**Metal 2**

(4 px per µm) Cells faint in the background.
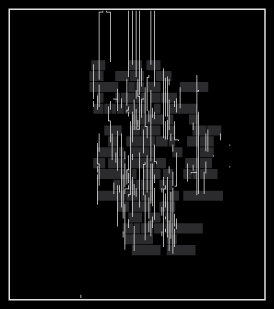
**Gate families picked out**

(6 px per µm)
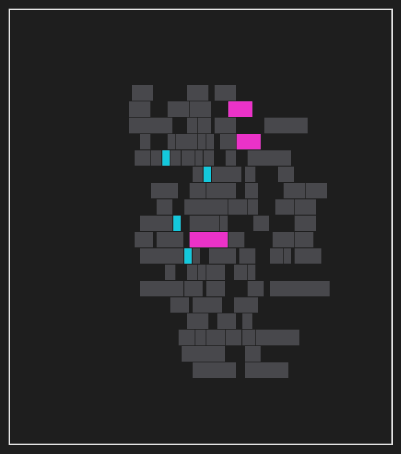
**Cells by drive strength**

(6 px per µm)
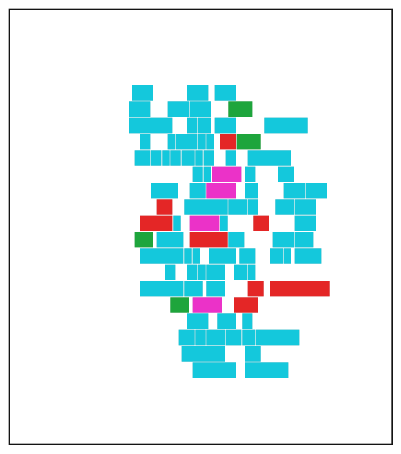
**The metal 3 layer**

(4 px per µm)
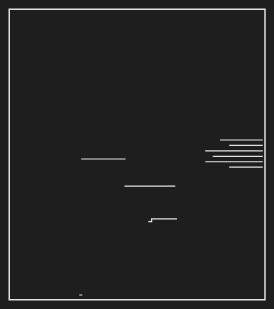
[src/rtl/multdiv_pkg.sv]
// Shared encodings for the mult/div sequencer, main control and HI/LO muxes.
// Latency: n/a (constants and types only).
// Backpressure: n/a.
package multdiv_pkg;

  // Sequencer state encoding; main control decodes these values directly.
  typedef enum logic [2:0] {
    IDLE     = 3'd0,
    MULT_RUN = 3'd1,
    DIV_RUN  = 3'd2,
    WB       = 3'd3,
    DIV0     = 3'd4
  } mdstate_t;

  // HI/LO mux select values: which unit's result is written back.
  localparam logic SEL_MULT = 1'b0;
  localparam logic SEL_DIV  = 1'b1;

endpackage

[src/rtl/multdiv_ctrl_counter.sv]
// Loadable down-counter with zero flag; stops at zero and never wraps.
// Latency: load/clear/decrement take effect on the next rising edge.
// Backpressure: none; the owner decides when to decrement.
module cycle_counter #(
  parameter int CNT_W = 6
) (
  input  logic             clk,
  input  logic             reset_n,
  input  logic             load,
  input  logic [CNT_W-1:0] load_val,
  input  logic             clear,
  input  logic             dec,
  output logic [CNT_W-1:0] cnt,
  output logic             zero
);

  // Clear beats load beats decrement; decrement saturates at zero.
  always_ff @(posedge clk) begin
    if (!reset_n) begin
      cnt <= '0;
    end else if (clear) begin
      cnt <= '0;
    end else if (load) begin
      cnt <= load_val;
    end else if (dec && (cnt != '0)) begin
      cnt <= cnt - 1'b1;
    end
  end

  assign zero = (cnt == '0);

endmodule

[src/rtl/multdiv_ctrl.sv]
// Sequencer: starts mult/div, counts fixed latency, then one HI/LO write-back cycle.
// Latency: accept at edge E -> RUN E+1..E+N, write-back E+N+1, idle again at E+N+2.
// Backpressure: busy stalls main control; requests are only sampled while idle.
module multdiv_ctrl
  import multdiv_pkg::*;
#(
  parameter int MULT_CYCLES = 32,
  parameter int DIV_CYCLES  = 32,
  parameter int CNT_W       = 6
) (
  input  logic clk,
  input  logic reset_n,
  input  logic multReq,
  input  logic divReq,
  input  logic divisorZero,
  input  logic flush,
  output logic multStart,
  output logic divStart,
  output logic Hicontrol,
  output logic Locontrol,
  output logic HIwrite,
  output logic LOwrite,
  output logic busy,
  output logic div0Exc,
  output logic opDone
);

  localparam logic [CNT_W-1:0] MULT_LOAD = CNT_W'(MULT_CYCLES - 1);
  localparam logic [CNT_W-1:0] DIV_LOAD  = CNT_W'(DIV_CYCLES - 1);

  mdstate_t         state, state_nxt;
  logic             op, op_nxt;
  logic             cnt_load, cnt_clear, cnt_dec, cnt_zero;
  logic [CNT_W-1:0] cnt_load_val, cnt;

  cycle_counter #(.CNT_W(CNT_W)) u_cnt (
    .clk      (clk),
    .reset_n  (reset_n),
    .load     (cnt_load),
    .load_val (cnt_load_val),
    .clear    (cnt_clear),
    .dec      (cnt_dec),
    .cnt      (cnt),
    .zero     (cnt_zero)
  );

  // State and result-select registers; op holds its value outside RUN/WB.
  always_ff @(posedge clk) begin
    if (!reset_n) begin
      state <= IDLE;
      op    <= SEL_MULT;
    end else begin
      state <= state_nxt;
      op    <= op_nxt;
    end
  end

  // Next-state and counter control; flush wins over requests in IDLE.
  always_comb begin
    state_nxt    = state;
    op_nxt       = op;
    cnt_load     = 1'b0;
    cnt_load_val = '0;
    cnt_clear    = 1'b0;
    cnt_dec      = 1'b0;
    case (state)
      IDLE: begin
        if (!flush) begin
          if (multReq) begin
            state_nxt    = MULT_RUN;
            op_nxt       = SEL_MULT;
            cnt_load     = 1'b1;
            cnt_load_val = MULT_LOAD;
          end else if (divReq && !divisorZero) begin
            state_nxt    = DIV_RUN;
            op_nxt       = SEL_DIV;
            cnt_load     = 1'b1;
            cnt_load_val = DIV_LOAD;
          end else if (divReq) begin
            state_nxt = DIV0;
          end
        end
      end
      MULT_RUN, DIV_RUN: begin
        if (flush) begin
          state_nxt = IDLE;
          cnt_clear = 1'b1;
        end else if (cnt_zero) begin
          state_nxt = WB;
        end else begin
          cnt_dec = 1'b1;
        end
      end
      WB:      state_nxt = IDLE;
      DIV0:    state_nxt = IDLE;
      default: state_nxt = IDLE;
    endcase
  end

  // Start pulses fire only while the counter still holds its loaded value.
  assign multStart = (state == MULT_RUN) && (cnt == MULT_LOAD);
  assign divStart  = (state == DIV_RUN)  && (cnt == DIV_LOAD);
  assign Hicontrol = op;
  assign Locontrol = op;
  assign HIwrite   = (state == WB);
  assign LOwrite   = (state == WB);
  assign opDone    = (state == WB);
  assign div0Exc   = (state == DIV0);
  assign busy      = (state != IDLE);

endmodule

[config.mk]
export PLATFORM = sky130hd
export DESIGN_NAME = multdiv_ctrl
export DESIGN_NICKNAME = d
export VERILOG_FILES = /design/src/rtl/multdiv_pkg.sv /design/src/rtl/multdiv_ctrl_counter.sv /design/src/rtl/multdiv_ctrl.sv
export SDC_FILE = /design/constraint.sdc
export NUM_CORES = 1
export LEC_CHECK = 0
export CAP_MARGIN = 30
export CORE_ASPECT_RATIO = 1.2
export CORE_MARGIN = 10
export CORE_UTILIZATION = 30
export CTS_BUF_LIST = sky130_fd_sc_hd__clkbuf_8
export DETAILED_ROUTE_END_ITERATION = 12
export HOLD_SLACK_MARGIN = 0.03
export SYNTH_ARGS = -nofsm -noshare
export SYNTH_HDL_FRONTEND = slang
export SYNTH_SLANG_ARGS = --single-unit
[constraint.sdc]
create_clock -name clk -period 2.15 [get_ports clk]
set_clock_uncertainty 0.1 [all_clocks]
set_input_delay 0.215 -clock clk [delete_from_list [all_inputs] [get_ports clk]]
set_output_delay 0.215 -clock clk [all_outputs]
set_load 0.02 [all_outputs]
==> Slide: Implementation Results <==
Flow Results at a Glance

Logic synthesis
  • Area fraction in mux cells: about 3.7%
  • Sequential fraction of the synthesis area: just under 30%
  • Syn avg cell area: 8.99 µm²
  • Prevailing post-synth register cell: dfxtp_1
  • Commonest cells in the netlist: 10 x dfxtp_1, 9 x nor2_1, 7 x a21oi_1
  • Post-synth EDFFs: 0
  • Most frequent cell after synthesis: dfxtp_1
  • Xor/xnor share: 9.16%
  • Largest cells by area: dfxtp_1 29%, buf_4 5.5%, ha_1 5.5%
  • Mapped Area: 683 µm²
  • Flops after synth: 10
  • Cell taking the most area after synthesis: dfxtp_1
  • Distinct lib cells: 34
  • Simple Share, Synth: a little under a quarter
  • Async SR Flop Fraction: 0%
  • Synth warn: 0
  • Comb area leader: simple AND/OR/NAND/NOR gates
  • Yosys aoi share: 20.3%
  • Syn_nets: 85
  • Mapped Cells: 76
  • Yosys cell count: 76

STA
  • Peak Freq: 0.492 GHz
  • Final hold violations: 0
  • Hold_ws: roughly 420 ps
  • RSZ-0062 raised after global routing: false
  • Worst-Margin Slew: slightly above 400 ps
  • Post-layout min period: around 2000 ps
  • Final setup viols: 0
  • Max-slew violations: 0
  • Setup_tns: 0 ps
  • Final Cycle Share: 94.5%

Critical path
  • Endpoint class of the critical path: output port
  • RR Startpoint: u_cnt.cnt[0]$_SDFFE_PP0P_
  • Critical path launch point type: register
  • WP data required: 1840 ps
  • Critical Path AT: about 1700 ps
  • Crit Path Max Fanout: 8
  • Crit Path Class: reg -> out
  • Worst r2r path cells: 6

Cells and area
  • Fin nets: between 100 and 150
  • Antenna Cells: 0
  • Share of layout cells above drive strength 1: roughly 17%
  • Most instantiated logic cells after routing: 12 x clkdlybuf4s50_1, 10 x dfxtp_1, 9 x nor2_1

Clock tree
  • Clock root cell: clkbuf_8
  • Worst-Skew Late Latency: 230 ps
  • CTS max path bufs: 2
  • Clk sinks: 10
  • CTS tree: yes
  • CTS H-tree lvls: 1
  • Total CTS buffers: 3

Route
  • DRC viols: 0
  • Iteration-0 DRC count of the detailed router: 19
  • Wire per inst: 12.9 µm
  • Number of iterations in the first detailed-routing pass: 6
  • Wl on met1: 640 µm
  • Via-to-Cell Ratio: around 4.9
  • Met2 wire length: 789 µm

Pwr
  • Pwr Density: 1460 nW/µm²
  • Peak supply drop: 0.525 mV
  • Leakage power: 0.382 nW

Flow run
  • # Max-Cap Violations: 0

Global routing
  • GRT met1 Usage: 6.19%
  • GRT busiest layer: met2
  • Global-route wire length before repair: 2500 µm
  • GR Util All Layers: 6.64%
  • Vias in the first global route: 572
  • Initial antenna violation count: 0
  • GR Overflow Total: 0
  • Largest net degree at the start of global routing: 10

Min path
  • Hold path start: u_cnt.cnt[4]$_SDFFE_PP0P_
  • Worst Hold Depth: 2
  • Min-delay worst type: reg -> reg

Placement
  • Final Wtd Congestion: 0.765
  • Post-DP HPWL: 1200 µm
  • Port Buffer Count: 14

Floorplanning
  • Fp util: 32.3%
  • I/O Pins: 15
  • Die Wd: 63.6 µm
  • Site Rows: 18
  • Chip area: between 4000 and 5000 µm²
  • CORE AREA: 2120 µm²

Run status
  • Status: complete, no violations
Back to the opening pictures, 'metal 2':
main direction	vertical
longest straight run	29.9 µm
wire length on this layer	789 µm
via count: 594
WL final: 1570 µm
met2 Usage GRT: 11.2%

Back to the opening pictures, 'gate families picked out':
colour	family	cells	most used
magenta	non-inverting ao/oa cells	3	o221a_2
cyan	inv cells	4	inv_1
Commonest Layout Cell: clkdlybuf4s50_1
logic share of the area: 47.1%
non-filler cells, final: 122

Back to the opening pictures, 'cells by drive strength':
colour	size	cells
green	x2	4
magenta	x6 and larger	4
cyan	x1 and smaller	76
red	x3 and x4	8
area growth from synthesis to layout: 32.6%
final setup margin: 118 ps
bufs w/o clock: 18
fin area: 906 µm²

Back to the opening pictures, 'the metal 3 layer':
main direction	horizontal
share of all routed wire	6.2%
met3 GRT Util: 2.00%

==> state kept, by name, indices dropped and copies added, names as in the netlist <==
signal,count
u_cnt.cnt,6
state,3
Hicontrol,1
==> path summary, 6_finish.rpt <==
check | to | slack (ps)
worst min register to register | u_cnt.cnt[4]$_SDFFE_PP0P_ | 420
worst max-delay path | busy | 120
worst min-delay path | u_cnt.cnt[4]$_SDFFE_PP0P_ | 420
worst max register to register | state[0]$_SDFFE_PN0P_ | 320
==> final cells by class <==
cell class	instances	area, µm²
fillers	223	1210
flip-flops and latches	10	200
repair buffers	18	171
well taps	30	37.5
multi-input cells	56	427
clock buffers	4	55.1
inverters	4	15.0
==> metrics by stage <==
stage / std cells / utilization (%) / cell area [µm²] / setup slack [ps]
after floorplan: 76 / - / 683 / 386
after detailed placement: 118 / 40.1 / 850 / 155
final: 122 / 42.8 / 906 / 118
after global placement: 118 / 40.1 / 850 / 172
after global routing: 122 / 42.8 / 906 / 25.1
after CTS: 122 / 42.7 / 903 / 53.5
==> power by group <==
| group | internal (W) | switching [W] | leakage [nW] |
|---|---|---|---|
| Clock | 0.000161 | 0.0000725 | 0.0288 |
| Combinational | 0.000361 | 0.000351 | 0.271 |
| Sequential | 0.000258 | 0.000122 | 0.0821 |
| Total | 0.000780 | 0.000545 | 0.382 |
==> repair_timing <==
item | 4_1_cts | 5_1_grt
gates cloned | 0 | 0
setup endpoints to repair | 1 | 1
buffers inserted | 0 | 0
resized | 1 | 1
==> worst max-delay path, cell delays in order (launching register included) <==
cell,delay [ps]
dfxtp_1,570
nor3_1,130
inv_1,150
clkdlybuf4s50_1,640
No activity file was given, so power comes from the tool's default toggle rates.
